## config.mk

```make
export PLATFORM = sky130hd
export DESIGN_NAME = bitonic_sort_iter_flat
export DESIGN_NICKNAME = d
export VERILOG_FILES = /design/src/rtl/bitonic_sort_iter_if.sv /design/src/rtl/bitonic_sort_iter.sv /design/src/flat_wrapper.sv
export SDC_FILE = /design/constraint.sdc
export NUM_CORES = 1
export LEC_CHECK = 0
export CELL_PAD_IN_SITES_DETAIL_PLACEMENT = 1
export CELL_PAD_IN_SITES_GLOBAL_PLACEMENT = 1
export CORE_UTILIZATION = 30
export DETAILED_ROUTE_END_ITERATION = 8
export PLACE_DENSITY_LB_ADDON = 0.1
export SLEW_MARGIN = 20
export SYNTH_ARGS = -nofsm -noshare
export SYNTH_HDL_FRONTEND = slang
export SYNTH_HIERARCHICAL = 1
export SYNTH_SLANG_ARGS = --single-unit
```

## constraint.sdc

```tcl
create_clock -name clk -period 6.2 [get_ports clk]
set_input_delay 0.93 -clock clk [delete_from_list [all_inputs] [get_ports clk]]
set_output_delay 0.93 -clock clk [all_outputs]
set_load 0.01 [all_outputs]
```

## src/rtl/bitonic_sort_iter_if.sv

```systemverilog
// Handshake bundle for bitonic_sort_iter: input vector channel, sorted result
// channel and busy status.
interface bitonic_sort_iter_if #(
    parameter int N_LOG2      = 3,
    parameter int DATA_WIDTH  = 8,
    parameter int LABEL_WIDTH = 1
);
    localparam int N = 1 << N_LOG2;

    logic                        x_valid;
    logic                        x_ready;
    logic [DATA_WIDTH*N-1:0]     x;
    logic [LABEL_WIDTH*N-1:0]    x_label;
    logic                        x_desc;
    logic [DATA_WIDTH*N-1:0]     y;
    logic [LABEL_WIDTH*N-1:0]    y_label;
    logic                        y_valid;
    logic                        y_ready;
    logic                        busy;

    modport master (
        output x_valid, x, x_label, x_desc, y_ready,
        input  x_ready, y, y_label, y_valid, busy
    );

    modport slave (
        input  x_valid, x, x_label, x_desc, y_ready,
        output x_ready, y, y_label, y_valid, busy
    );
endinterface

```

## src/rtl/bitonic_sort_iter.sv

```systemverilog
// Iterative bitonic sorter: one bank of N/2 compare-exchange lanes is reused
// for every pass of the network, one pass per clock.

module bitonic_sort_cx #(
    parameter int DATA_WIDTH  = 8,
    parameter int LABEL_WIDTH = 1,
    parameter int SIGNED      = 0
) (
    input  logic [DATA_WIDTH-1:0]  a_key,
    input  logic [DATA_WIDTH-1:0]  b_key,
    input  logic [LABEL_WIDTH-1:0] a_lbl,
    input  logic [LABEL_WIDTH-1:0] b_lbl,
    input  logic                   asc,
    output logic [DATA_WIDTH-1:0]  oa_key,
    output logic [DATA_WIDTH-1:0]  ob_key,
    output logic [LABEL_WIDTH-1:0] oa_lbl,
    output logic [LABEL_WIDTH-1:0] ob_lbl
);
    logic a_gt_b, b_gt_a, swap;

    if (SIGNED != 0) begin : g_sgn
        assign a_gt_b = $signed(a_key) > $signed(b_key);
        assign b_gt_a = $signed(b_key) > $signed(a_key);
    end else begin : g_uns
        assign a_gt_b = a_key > b_key;
        assign b_gt_a = b_key > a_key;
    end

    // Strict compare: equal keys never swap.
    assign swap   = asc ? a_gt_b : b_gt_a;
    assign oa_key = swap ? b_key : a_key;
    assign ob_key = swap ? a_key : b_key;
    assign oa_lbl = swap ? b_lbl : a_lbl;
    assign ob_lbl = swap ? a_lbl : b_lbl;
endmodule

module bitonic_sort_iter #(
    parameter int N_LOG2      = 3,
    parameter int DATA_WIDTH  = 8,
    parameter int LABEL_WIDTH = 1,
    parameter int SIGNED      = 0,
    parameter int ASCENDING   = 1
) (
    input  logic                 clk,
    input  logic                 rst,
    bitonic_sort_iter_if.slave   io
);
    localparam int N  = 1 << N_LOG2;
    localparam int NH = N / 2;
    localparam int P  = N_LOG2 * (N_LOG2 + 1) / 2;
    localparam int CW = $clog2(P + 1);
    localparam int SW = $clog2(N_LOG2 + 2);

    typedef enum logic [1:0] {IDLE, RUN, DONE} state_t;

    state_t                              state;
    logic [CW-1:0]                       pass_cnt;
    logic [SW-1:0]                       stg, sub;
    logic                                eff_asc;
    logic                                y_vld_q, busy_q;
    logic [N-1:0][DATA_WIDTH-1:0]        wk_key, nx_key;
    logic [N-1:0][LABEL_WIDTH-1:0]       wk_lbl, nx_lbl;
    logic [NH-1:0][N_LOG2-1:0]           idx_a, idx_b;
    logic [NH-1:0]                       cx_asc;
    logic [NH-1:0][DATA_WIDTH-1:0]       oa_key, ob_key;
    logic [NH-1:0][LABEL_WIDTH-1:0]      oa_lbl, ob_lbl;
    logic                                accept;

    assign io.x_ready = !rst && (state == IDLE || (state == DONE && io.y_ready));
    assign accept     = io.x_valid && io.x_ready;
    assign io.y       = wk_key;
    assign io.y_label = wk_lbl;
    assign io.y_valid = y_vld_q;
    assign io.busy    = busy_q;

    // Lane u handles the u-th index with bit `sub` clear; its partner sets
    // that bit. Direction flips for blocks whose bit `stg` is set.
    always_comb begin
        idx_a  = '0;
        idx_b  = '0;
        cx_asc = '0;
        for (int u = 0; u < NH; u++) begin
            idx_a[u]  = N_LOG2'(((u >> sub) << (sub + 1'b1)) | (u & ((1 << sub) - 1)));
            idx_b[u]  = idx_a[u] | N_LOG2'(1 << sub);
            cx_asc[u] = (((32'(idx_a[u]) >> stg) & 1) != 0) ? ~eff_asc : eff_asc;
        end
    end

    for (genvar u = 0; u < NH; u++) begin : g_cx
        bitonic_sort_cx #(
            .DATA_WIDTH (DATA_WIDTH),
            .LABEL_WIDTH(LABEL_WIDTH),
            .SIGNED     (SIGNED)
        ) u_cx (
            .a_key (wk_key[idx_a[u]]),
            .b_key (wk_key[idx_b[u]]),
            .a_lbl (wk_lbl[idx_a[u]]),
            .b_lbl (wk_lbl[idx_b[u]]),
            .asc   (cx_asc[u]),
            .oa_key(oa_key[u]),
            .ob_key(ob_key[u]),
            .oa_lbl(oa_lbl[u]),
            .ob_lbl(ob_lbl[u])
        );
    end

    always_comb begin
        nx_key = wk_key;
        nx_lbl = wk_lbl;
        for (int u = 0; u < NH; u++) begin
            nx_key[idx_a[u]] = oa_key[u];
            nx_key[idx_b[u]] = ob_key[u];
            nx_lbl[idx_a[u]] = oa_lbl[u];
            nx_lbl[idx_b[u]] = ob_lbl[u];
        end
    end

    always_ff @(posedge clk) begin
        if (rst) begin
            state    <= IDLE;
            pass_cnt <= '0;
            stg      <= '0;
            sub      <= '0;
            eff_asc  <= 1'b0;
            wk_key   <= '0;
            wk_lbl   <= '0;
            y_vld_q  <= 1'b0;
            busy_q   <= 1'b0;
        end else if (accept) begin
            state    <= RUN;
            pass_cnt <= '0;
            stg      <= SW'(1);
            sub      <= '0;
            eff_asc  <= (ASCENDING != 0) ^ io.x_desc;
            wk_key   <= io.x;
            wk_lbl   <= io.x_label;
            y_vld_q  <= 1'b0;
            busy_q   <= 1'b1;
        end else begin
            case (state)
                RUN: begin
                    wk_key <= nx_key;
                    wk_lbl <= nx_lbl;
                    if (pass_cnt == CW'(P - 1)) begin
                        state   <= DONE;
                        y_vld_q <= 1'b1;
                    end else begin
                        pass_cnt <= pass_cnt + 1'b1;
                    end
                    // Walk stage s upward; substep j counts s-1 down to 0.
                    if (sub == '0) begin
                        stg <= stg + 1'b1;
                        sub <= stg;
                    end else begin
                        sub <= sub - 1'b1;
                    end
                end
                DONE: begin
                    if (io.y_ready) begin
                        state   <= IDLE;
                        y_vld_q <= 1'b0;
                        busy_q  <= 1'b0;
                    end
                end
                default: begin
                    state <= IDLE;
                end
            endcase
        end
    end
endmodule

```

## src/flat_wrapper.sv

```systemverilog
// flat-port wrapper written by rule: the top's interface ports become plain ports
module bitonic_sort_iter_flat 
#(
    parameter int N_LOG2      = 3,
    parameter int DATA_WIDTH  = 8,
    parameter int LABEL_WIDTH = 1,
    parameter int SIGNED      = 0,
    parameter int ASCENDING   = 1
)
  (clk, rst, io_x_valid, io_x, io_x_label, io_x_desc, io_y_ready, io_x_ready, io_y, io_y_label, io_y_valid, io_busy);
  bitonic_sort_iter_if #(.N_LOG2(N_LOG2), .DATA_WIDTH(DATA_WIDTH), .LABEL_WIDTH(LABEL_WIDTH)) io_i ();
  input  logic clk;
  input  logic rst;
  input wire logic [$bits(io_i.x_valid)-1:0] io_x_valid;
  input wire logic [$bits(io_i.x)-1:0] io_x;
  input wire logic [$bits(io_i.x_label)-1:0] io_x_label;
  input wire logic [$bits(io_i.x_desc)-1:0] io_x_desc;
  input wire logic [$bits(io_i.y_ready)-1:0] io_y_ready;
  output wire logic [$bits(io_i.x_ready)-1:0] io_x_ready;
  output wire logic [$bits(io_i.y)-1:0] io_y;
  output wire logic [$bits(io_i.y_label)-1:0] io_y_label;
  output wire logic [$bits(io_i.y_valid)-1:0] io_y_valid;
  output wire logic [$bits(io_i.busy)-1:0] io_busy;
  assign io_i.x_valid = io_x_valid;
  assign io_i.x = io_x;
  assign io_i.x_label = io_x_label;
  assign io_i.x_desc = io_x_desc;
  assign io_i.y_ready = io_y_ready;
  assign io_x_ready = io_i.x_ready;
  assign io_y = io_i.y;
  assign io_y_label = io_i.y_label;
  assign io_y_valid = io_i.y_valid;
  assign io_busy = io_i.busy;
  bitonic_sort_iter #(.N_LOG2(N_LOG2), .DATA_WIDTH(DATA_WIDTH), .LABEL_WIDTH(LABEL_WIDTH), .SIGNED(SIGNED), .ASCENDING(ASCENDING)) u_core (.clk(clk), .rst(rst), .io(io_i));
endmodule
```

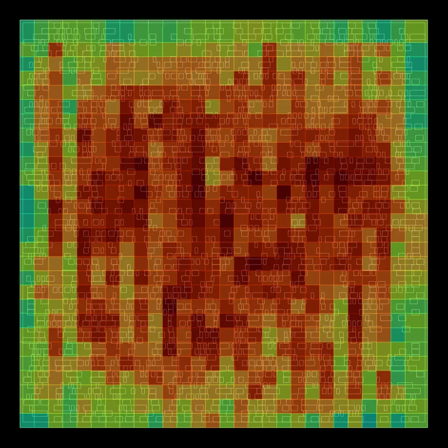
*Routing congestion*
wire per inst: 38.2 um
GR peak layer: met2

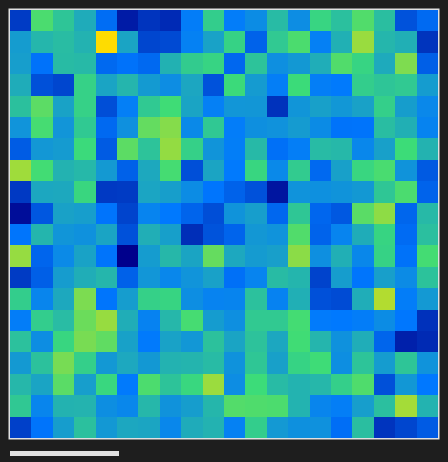
*Placement density heat map*
Bar = 50 um. 20 x 20 tiles, from dark blue (low) to red (high), 0 to 100% covered.
mean over tiles: 35%
fullest tile: 75%
nearly empty tiles: 0.30%
Core Util, Final: 0.378
core region area: 0.0376 mm2

==> results.tsv <==
metric	value	unit
status	finished, final reports clean	
total of endpoints with negative setup slack in the final report	0	
P_comb	0.00617	W
number of warnings in the stage logs	31	
sum of overflow across all layers after global routing	0	
Complex Gates by Area	0.342	
routability-driven placement congestion ratio	1.10	
worst reg2reg path depth	18	
netlist area before placement	0.0114	mm2
Detailed Routing Iterations Pass 1	6	
Top cell excl fill/tap	nand2_1	
top fanout value on the critical path	12	
parity-gate share of the synthesized area counting xor and xnor cells	0.0120	
dominant class by area	multi-input combinational cells	
area occupied by registers	0.00172	mm2
num ports	152	
met2 Resource Use GR	0.631	
power density of the placed cells	560	mW/mm2
full die area	0.0389	mm2
final sequential cell count	86	
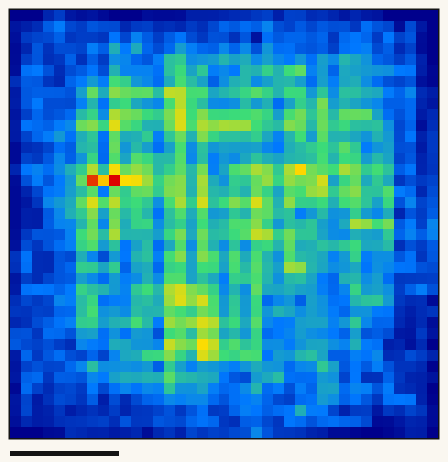
*Wiring heat map*
Bar = 50 um. 39 x 39 tiles, from dark blue (low) to red (high), scaled to the fullest tile. Values are wire area over tile area, all layers added.
densest ninth of the die: center
mean over tiles: 0.38
fullest tile: 1.3
nearly empty tiles: 2.0%
tiles over half the peak: 13%
total routing usage reported by global routing: 0.435
DR vias: 14,900
detailed-route wire length: 84.9 mm

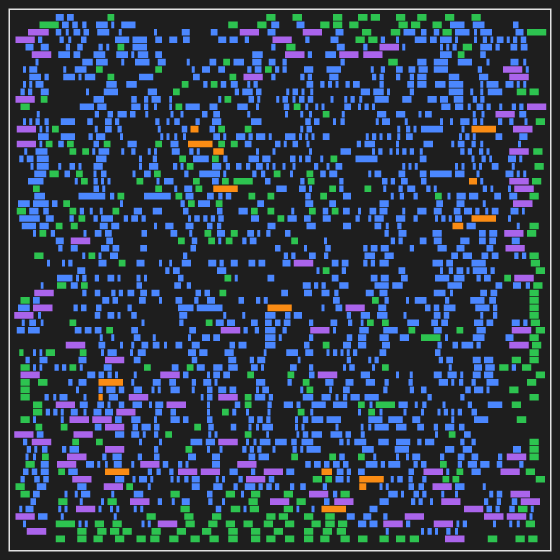
*Cells colored by class*
[blue] all other logic | cells: 1,324
[green] other buffers and delay cells | cells: 280
[purple] flip-flops | cells: 86
[orange] clock drivers and dummy loads | cells: 16
Non-Filler Cell Area, Final: 0.0142 mm2
Rows: 71
flip-flop and latch share of the layout cell area: 0.121

-- cells in the mapped netlist, types with 8 or more instances --
cell type	instances
a211oi_1	40
a21o_1	24
a21oi_1	123
a221o_1	14
a221oi_1	33
a22o_1	11
a22oi_1	34
a311oi_1	11
a31oi_1	24
a32o_1	9
and3_1	25
buf_1	11
buf_2	44
buf_6	9
clkbuf_1	71
dfxtp_1	86
ha_1	40
inv_1	45
mux2_2	40
mux2_4	40
mux2i_1	57
nand2_1	245
nand2b_1	25
nand3_1	36
nand4_1	11
nor2_1	92
nor2b_1	13
nor3_1	44
nor4_1	8
o211ai_1	33
o21ai_0	56
o221ai_1	25
o22ai_1	13
o2bb2ai_1	8
o311a_1	8
o31ai_1	11
No activity file was given, so power comes from the tool's default toggle rates.
